===== src/rtl/audio_clock_gen.sv =====
// Codec clock generator: mclk/bclk/lrclk divider chain with
// PLL-lock power sequencing and sys_clk-aligned strobes.
module audio_clock_gen #(
  parameter int MCLK_HALF     = 5,
  parameter int BCLK_TICKS    = 2,
  parameter int SLOT_BITS     = 32,
  parameter int SETTLE_CYCLES = 1024
) (
  input  logic sys_clk,
  input  logic reset,
  input  logic pll_lock,
  input  logic enable,
  output logic mclk,
  output logic bclk,
  output logic lrclk,
  output logic codec_en,
  output logic run_reset,
  output logic bclk_fall,
  output logic frame_start,
  output logic lock_lost
);

  localparam int TW = $clog2(MCLK_HALF);
  localparam int BW = $clog2(BCLK_TICKS) + 1;
  localparam int SW = $clog2(SLOT_BITS);
  localparam int CW = $clog2(SETTLE_CYCLES) + 1;

  typedef enum logic [1:0] {
    WAIT_LOCK,
    SETTLE,
    RUN
  } state_t;

  state_t        state;
  logic          lock_m;
  logic          lock_s;
  logic [TW-1:0] tick_cnt;
  logic [BW-1:0] bclk_cnt;
  logic [SW-1:0] slot_cnt;
  logic [CW-1:0] settle_cnt;

  logic tick;
  logic bwrap;
  logic swrap;
  logic settle_done;
  logic go_idle;

  assign tick        = (tick_cnt == TW'(MCLK_HALF - 1));
  assign bwrap       = (bclk_cnt == BW'(BCLK_TICKS - 1));
  assign swrap       = (slot_cnt == SW'(SLOT_BITS - 1));
  assign settle_done = (settle_cnt == CW'(SETTLE_CYCLES - 1));
  assign go_idle     = !lock_s || !enable;

  always_ff @(posedge sys_clk or posedge reset) begin
    if (reset) begin
      lock_m <= 1'b0;
      lock_s <= 1'b0;
    end else begin
      lock_m <= pll_lock;
      lock_s <= lock_m;
    end
  end

  always_ff @(posedge sys_clk or posedge reset) begin
    if (reset) begin
      state       <= WAIT_LOCK;
      tick_cnt    <= '0;
      bclk_cnt    <= '0;
      slot_cnt    <= '0;
      settle_cnt  <= '0;
      mclk        <= 1'b0;
      bclk        <= 1'b0;
      lrclk       <= 1'b0;
      codec_en    <= 1'b0;
      run_reset   <= 1'b1;
      bclk_fall   <= 1'b0;
      frame_start <= 1'b0;
      lock_lost   <= 1'b0;
    end else begin
      codec_en    <= lock_s & enable;
      bclk_fall   <= 1'b0;
      frame_start <= 1'b0;
      // Losing lock/enable beats any pending tick toggle.
      if (go_idle) begin
        if (state == RUN && !lock_s)
          lock_lost <= 1'b1;
        state      <= WAIT_LOCK;
        tick_cnt   <= '0;
        bclk_cnt   <= '0;
        slot_cnt   <= '0;
        settle_cnt <= '0;
        mclk       <= 1'b0;
        bclk       <= 1'b0;
        lrclk      <= 1'b0;
        run_reset  <= 1'b1;
      end else begin
        unique case (state)
          WAIT_LOCK: begin
            state <= SETTLE;
          end
          SETTLE: begin
            tick_cnt <= tick ? '0 : tick_cnt + TW'(1);
            if (!settle_done)
              settle_cnt <= settle_cnt + CW'(1);
            if (tick) begin
              mclk <= ~mclk;
              if (settle_done) begin
                state     <= RUN;
                run_reset <= 1'b0;
              end
            end
          end
          RUN: begin
            tick_cnt <= tick ? '0 : tick_cnt + TW'(1);
            if (tick) begin
              mclk <= ~mclk;
              if (bwrap) begin
                bclk_cnt <= '0;
                bclk     <= ~bclk;
                // lrclk only moves while bclk goes low.
                if (bclk) begin
                  bclk_fall <= 1'b1;
                  slot_cnt  <= slot_cnt + SW'(1);
                  if (swrap) begin
                    lrclk       <= ~lrclk;
                    frame_start <= lrclk;
                  end
                end
              end else begin
                bclk_cnt <= bclk_cnt + BW'(1);
              end
            end
          end
          default: state <= WAIT_LOCK;
        endcase
      end
    end
  end

endmodule

===== config.mk =====
export PLATFORM = sky130hd
export DESIGN_NAME = audio_clock_gen
export DESIGN_NICKNAME = d
export VERILOG_FILES = /design/src/rtl/audio_clock_gen.sv
export SDC_FILE = /design/constraint.sdc
export NUM_CORES = 1
export LEC_CHECK = 0
export CAP_MARGIN = 20
export CELL_PAD_IN_SITES_DETAIL_PLACEMENT = 1
export CELL_PAD_IN_SITES_GLOBAL_PLACEMENT = 1
export CORE_UTILIZATION = 49
export DETAILED_ROUTE_END_ITERATION = 10
export GPL_ROUTABILITY_DRIVEN = 0
export MAX_ROUTING_LAYER = met4
export PLACE_DENSITY_LB_ADDON = 0.08
export SETUP_SLACK_MARGIN = 0.05
export SYNTH_ARGS = -nofsm -noshare
export SYNTH_HDL_FRONTEND = slang
export SYNTH_SLANG_ARGS = --single-unit

===== constraint.sdc =====
create_clock -name sys_clk -period 3.3 [get_ports sys_clk]
set_input_delay 0.66 -clock sys_clk [delete_from_list [all_inputs] [get_ports sys_clk]]
set_output_delay 0.66 -clock sys_clk [all_outputs]
set_load 0.02 [all_outputs]

Figure 1. I/O nets highlighted (run 1).
Drawn at 6 px/um.
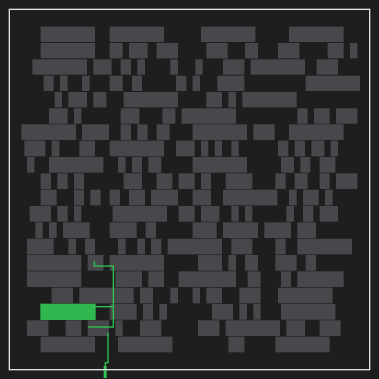
`lock_lost` -> green  # bits 1, direction output, edge bottom, end cells 1, buffers 1, wire 27.5 um
I/O pin cnt: 12
port bufs: 11

Figure 2. Routing congestion (run 1).
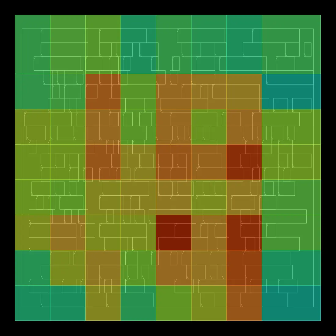
grt met2 use: 0.4048
GRT met3 Usage: 0.05628
gr usage total: 0.2408

==> flow_summary.ini, run 1 <==
; yosys + openroad results
[run_status]
run_status = complete, no violations

[cts]
postCtsHoldBufs = 0
post_cts_resize_count = 0
cts_inserted_buffers = 5
path_clk_slew_ps = 100
cts_max_level = 2

[detailed_routing]
drt-pass1-iter-count = 4
wl_met1_um = 1434
wl_met3_um = 91
drtIter0Drc = 49
antenna_left = 0
drc_errors = 0

[timing]
tns_ps = 0
period_used_share = 0.6480
tightest_slew_ps = 891.1
rsz0062_at_grt = no
slew_headroom = 0.3994
fmax_ghz = 0.4677
setup_viol = 0

[setup_path]
path_buffers = 1
required_ps = 2640
worstPathMaxFanout = 2
crit_end = run_reset
reg2reg_depth = 5
slowest_stage = clkdlybuf4s50_1
cp-end-kind = output port
critPathKind = register to output port

[die]
nWellTaps = 44
num_rows = 20
chipWidth_um = 59.82
die_h_um = 59.82
core_area_sq_um = 3103

[synth]
top_cells_by_count = dfrtp_1 (32), nor2_1 (14), a21oi_1 (13)
yosys_warnings = 0
ys_async_sr_fraction = 1.000
yosys_area_sq_um = 1638
yosys.area_share.adder = 0.06875
ys_top_logic_family = simple AND/OR/NAND/NOR gates
top_cell_area_share = 0.4889
avgSynthCellArea_sq_um = 10.57
synthMuxAreaShare = 0.03056
yosysMostFrequentCell = dfrtp_1
ys_cells = 155
edf_count = 0

[final_layout]
largest_cell_class = flip-flops and latches
synthToLayoutAreaGrowth_pct = 12.99
layoutNonFillerInstCount = 216
final-comb-area_sq_um = 762.0
drive_gt1_frac = 0.09884
num-nonclk-buffers = 13
clock_area_frac = 0.02772
nClkBuffers = 6
lay_top_cells = dfrtp_1 (32), nor2_1 (14), a21oi_1 (13)
nFlopsAndLatches = 33

[grt]
overflow = 0
grt.busiest_layer = met2
grt_pass1_vias = 1325
grtUsageMet1 = 0.2566
grt_max_degree = 34

[power]
clock_power_mw = 0.217
p_sw_mw = 0.1809
p_clk_frac = 0.310
seq_power_share = 0.597
sw_frac_of_total = 0.2584

[placement]
dpl.cell_count = 208

[min_path]
min_to = lock_s
hold_depth = 0
hold_class = register to register
Figure 3. Where the registers sit (run 1).
Drawn at 4 px/um. Other sequential cells in the stronger gray, the rest of the logic in the fainter gray.
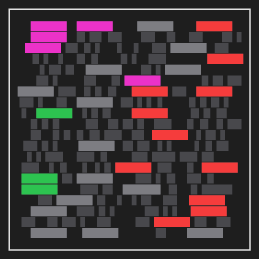
`slot_cnt` -> magenta  # sequential cells 5, where top left
`tick_cnt` -> green  # sequential cells 3
`settle_cnt` -> red  # sequential cells 11
not colored = 14
Final Util: 0.5964
P_seq: 0.418 mW
Seq area share: 0.4469

[run 1: through the flow]
| step | setup WS, ps | power (mW) | hold slack, ps | instance area [sq um] | util |
|---|---|---|---|---|---|
| 6_report | 1162 | 0.7003 | 373.1 | 1851 | 0.5964 |
| 4_1_cts | 1133 | 0.7151 | 368.5 | 1851 | 0.5964 |
| 5_1_grt | 1114 | 0.7338 | 385.7 | 1851 | 0.5964 |
| 2_1_floorplan | 1633 | 0.4666 | 331.2 | 1638 | - |
| 3_5_place_dp | 1319 | 0.4920 | 346.4 | 1799 | 0.5798 |
| 3_3_place_gp | 1337 | 0.4869 | 332.2 | 1799 | 0.5798 |
[run 1: state kept, by name, summed over array words and instances (netlist names), 2 cells and up]
register	flops
bclk_cnt	2
state	2
slot_cnt	5
tick_cnt	3
settle_cnt	11
## Run 2: what changed since run 1
--- a/config.mk
+++ b/config.mk
@@ -8,7 +8,7 @@
 export CAP_MARGIN = 20
 export CELL_PAD_IN_SITES_DETAIL_PLACEMENT = 1
 export CELL_PAD_IN_SITES_GLOBAL_PLACEMENT = 1
-export CORE_UTILIZATION = 49
+export CORE_UTILIZATION = 41
 export DETAILED_ROUTE_END_ITERATION = 10
 export GPL_ROUTABILITY_DRIVEN = 0
 export MAX_ROUTING_LAYER = met4
==> constraint.sdc (replaced) <==
create_clock -name sys_clk -period 1.7 [get_ports sys_clk]
set_input_delay 0.34 -clock sys_clk [delete_from_list [all_inputs] [get_ports sys_clk]]
set_output_delay 0.34 -clock sys_clk [all_outputs]
set_load 0.02 [all_outputs]
Figure 4. Where the registers sit (run 2).
Drawn at 4 px/um. Other sequential cells in the stronger gray, the rest of the logic in the fainter gray.
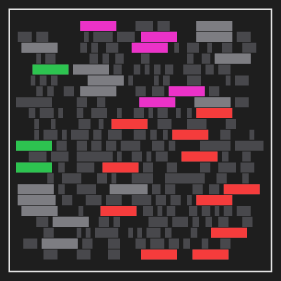
Final Util: 0.5812
Seq area share: 0.3807
P_seq: 0.813 mW
register area: 828.3 sq um

==> flow_summary.ini, run 2 <==
; yosys + openroad results
[run_status]
run_status = complete, no violations

[timing]
tns_ps = 0
setup_viol = 0
slew_headroom = 0.7227
fmax_ghz = 0.6072
period_used_share = 0.9688
hold_ws_ps = 337.4
setup_ws_ps = 53.11
tightest_slew_ps = 415.5

[detailed_routing]
wl_met3_um = 139
wl_met1_um = 1710
drt-pass1-iter-count = 4

[synth]
yosysMostFrequentCell = dfrtp_1
yosys.area_share.adder = 0.06875
yosys_warnings = 0
ys_cells = 155
ys_top_logic_family = simple AND/OR/NAND/NOR gates
edf_count = 0

[die]
die_h_um = 65.21
ios = 12
num_rows = 22

[final_layout]
largestRegisters = settle_cnt x11, slot_cnt x5, tick_cnt x3
top_register = settle_cnt
layoutNonFillerInstCount = 246
largest_reg_flops = 11
drive_gt1_frac = 0.2778
final_area_sq_um = 2176

[setup_path]
path_buffers = 1
worstPathMaxFanout = 5
cp-end-kind = register

[power]
clock_power_mw = 0.663
total_power_mw = 1.641
seq_power_share = 0.495
p_clk_frac = 0.404

[grt]
grt_max_degree = 18
grtUsageMet1 = 0.2688
met2_usage = 0.3647
grt_pass1_vias = 1428
met3_usage = 0.04688

[placement]
placed_cell_area_sq_um = 1969
post-place-ws_ps = -86.47
dpl.cell_count = 232

[cts]
path_clk_slew_ps = 70
cts_inserted_buffers = 5
Figure 5. Routed metal, one color a layer (run 2).
Drawn at 6 px/um.
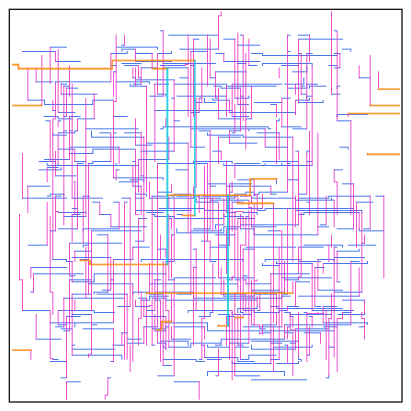
metal 1 -> blue  # wire length 1,710 um
metal 4 -> cyan  # wire length 80.2 um
metal 2 -> magenta  # wire length 2,080 um
metal 3 -> orange  # wire length 140 um
gr usage total: 0.2254
wire per inst: 16.30 um
Vias: 1,336
WL final: 4010 um

[run 2: cell count changes in the layout (fill, tap and decap cells not counted), sizes merged]
cell           before  now
clkinv              2    1
dlygate4sd2         0    2
buf                 2   28
clkdlybuf4s50      11    8
clkbuf              6    7
dlymetal6s2s        0    1
[run 2: final timing paths]
kind | depth (start not counted) | slack (ps) | endpoint
max | 6 | 50 | settle_cnt[7]
min | 2 | 340 | frame_start
max reg2reg | 6 | 50 | settle_cnt[7]
min reg2reg | 0 | 360 | lock_s
max in group asynchronous | 3 | 810 | state[0]
min in group sys_clk | 0 | 360 | lock_s
[run 2: final cells by class]
type,count,area [sq um]
tap,48,60.06
clock inverter,1,5.005
inverter,8,30.03
timing repair buffer,39,330.3
clock buffer,7,96.34
multi-input combinational,110,825.8
fill,431,1568
sequential,33,828.3
## Run 3: what changed since run 2
--- a/config.mk
+++ b/config.mk
@@ -5,10 +5,12 @@
 export SDC_FILE = /design/constraint.sdc
 export NUM_CORES = 1
 export LEC_CHECK = 0
+export ABC_AREA = 1
 export CAP_MARGIN = 20
 export CELL_PAD_IN_SITES_DETAIL_PLACEMENT = 1
 export CELL_PAD_IN_SITES_GLOBAL_PLACEMENT = 1
-export CORE_UTILIZATION = 41
+export CORE_ASPECT_RATIO = 1.2
+export CORE_UTILIZATION = 39
 export DETAILED_ROUTE_END_ITERATION = 10
 export GPL_ROUTABILITY_DRIVEN = 0
 export MAX_ROUTING_LAYER = met4
Figure 6. I/O nets highlighted (run 3).
Drawn at 4 px/um.
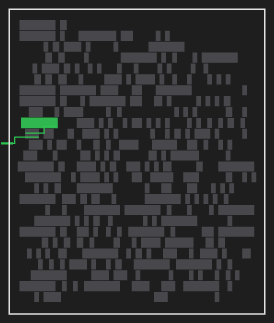
`lock_lost` -> green  # bits 1, direction output, edge left, end cells 1, buffers 1, wire 17.7 um

==> flow_summary.ini, run 3 <==
; yosys + openroad results
[synth]
yosys.area_share.adder = 0.06356
ys_seq_elements = 33
yosys_warnings = 0
top_cell_area_share = 0.4520
yosysMostFrequentCell = nand2_1
ys_top_logic_family = simple AND/OR/NAND/NOR gates
ys_cells = 227
edf_count = 0
top_cells_by_count = nand2_1 (77), dfrtp_1 (32), inv_1 (31)
ys_async_sr_fraction = 1.000
yosys_area_sq_um = 1772
synthMuxAreaShare = 0.005650
avgSynthCellArea_sq_um = 7.805

[timing]
hold_ws_ps = 370.9
fmax_ghz = 0.6319
setup_ws_ps = 117.5
setup_viol = 0
tns_ps = 0
slew_headroom = 0.7711
tightest_slew_ps = 342.9
rsz0062_at_grt = yes

[grt]
met2_usage = 0.3582
grt_pass1_vias = 1529
met3_usage = 0.03892
grtUsageMet1 = 0.1996
grt_max_degree = 34
overflow = 0
gr-usage-all-layers = 0.1918

[placement]
port_buffers = 11
placed_cell_area_sq_um = 1992
dpl.cell_count = 297

[detailed_routing]
wl_met1_um = 1627
vias = 1486
drc_errors = 0
antenna_left = 0
wirelength_um = 3940
avgRoutedWirePerCell_um = 12.83
drt-pass1-iter-count = 4
wl_met3_um = 70
drtIter0Drc = 37

[power]
total_power_mw = 1.628
p_sw_mw = 0.4130
p_clk_frac = 0.379
p_seq_mw = 0.823
seq_power_share = 0.505
sw_frac_of_total = 0.2537

[setup_path]
cp-end-kind = output port
crit_cells = 1
worst_r2r_endpoint = settle_cnt[2]
r2r_setup_slack_ps = 150
reg2reg_depth = 8
crit_end = mclk
path_buffers = 1
critPathKind = register to output port
worstPathMaxFanout = 2

[final_layout]
layoutNonFillerInstCount = 307
drive_gt1_frac = 0.1116
largestRegisters = settle_cnt x11, slot_cnt x5, tick_cnt x3
final_area_sq_um = 2120
lay_top_cells = nand2_1 (77), dfrtp_1 (32), inv_1 (29)
top_register = settle_cnt
synthToLayoutAreaGrowth_pct = 19.63

[cts]
postCtsHoldBufs = 0
cts_max_level = 2
cts_inserted_buffers = 5
path_clk_slew_ps = 70

[die]
core_area_sq_um = 4294
die_h_um = 75.83
num_rows = 26
ios = 12
chipWidth_um = 63.53

[min_path]
min_to = lock_s
hold_class = register to register
hold_depth = 0

[run_status]
run_status = complete, no violations
Figure 7. Where the registers sit (run 3).
Drawn at 4 px/um. Other sequential cells in the stronger gray, the rest of the logic in the fainter gray.
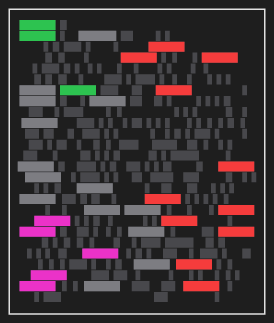
Final Util: 0.4936
register area: 827.0 sq um
Seq area share: 0.3902

[run 3: netlist changes by cell type after synthesis, moves of 4 or more]
cell / before / now
nand2_1: 12 / 77
inv_1: 8 / 31
nor2_1: 14 / 25
a21oi_1: 13 / 4
nand3_1: 7 / 14
and3_1: 5 / 1
mux2i_1: 5 / 1
nand3b_1: 4 / 0
[run 3: cell type report]
class                      count  area (sq um)
timing repair buffer          18         191.4
sequential                    33         827.0
clock inverter                 2         13.76
inverter                      32         120.1
fill                         554          2175
clock buffer                   6         82.58
tap                           56         70.07
multi-input combinational    160         814.5
[run 3: repair_timing]
action / in CTS / in global routing
gates cloned: 0 / 0
hold endpoints to repair: 0 / 0
pin swaps: 0 / 1
setup buffers: 0 / 2
endpoints found under the setup margin: 1 / 14
gates resized: 1 / 4

==> notes/layouts.md <==
Pictures saved along the way, in no particular order.

Metal 2.
Drawn at 4 px/um.
Plate I
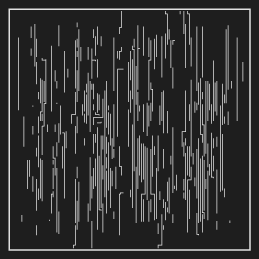
Plate II
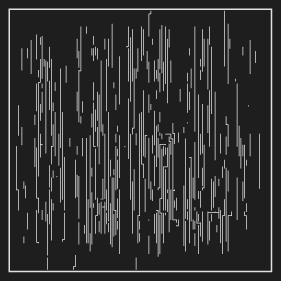
Plate III
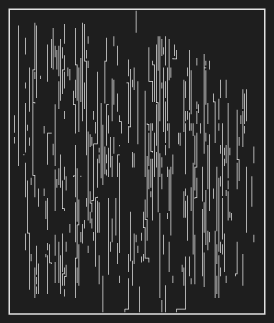
- Plate III = run 3
- Plate I = run 1
- Plate II = run 2
The one with the smallest die is Plate I.

Key to Plate III:
main direction = vertical
wire length on this layer = 2,200 um
longest straight run = 35.0 um

Power is estimated from default activity; no workload was simulated.
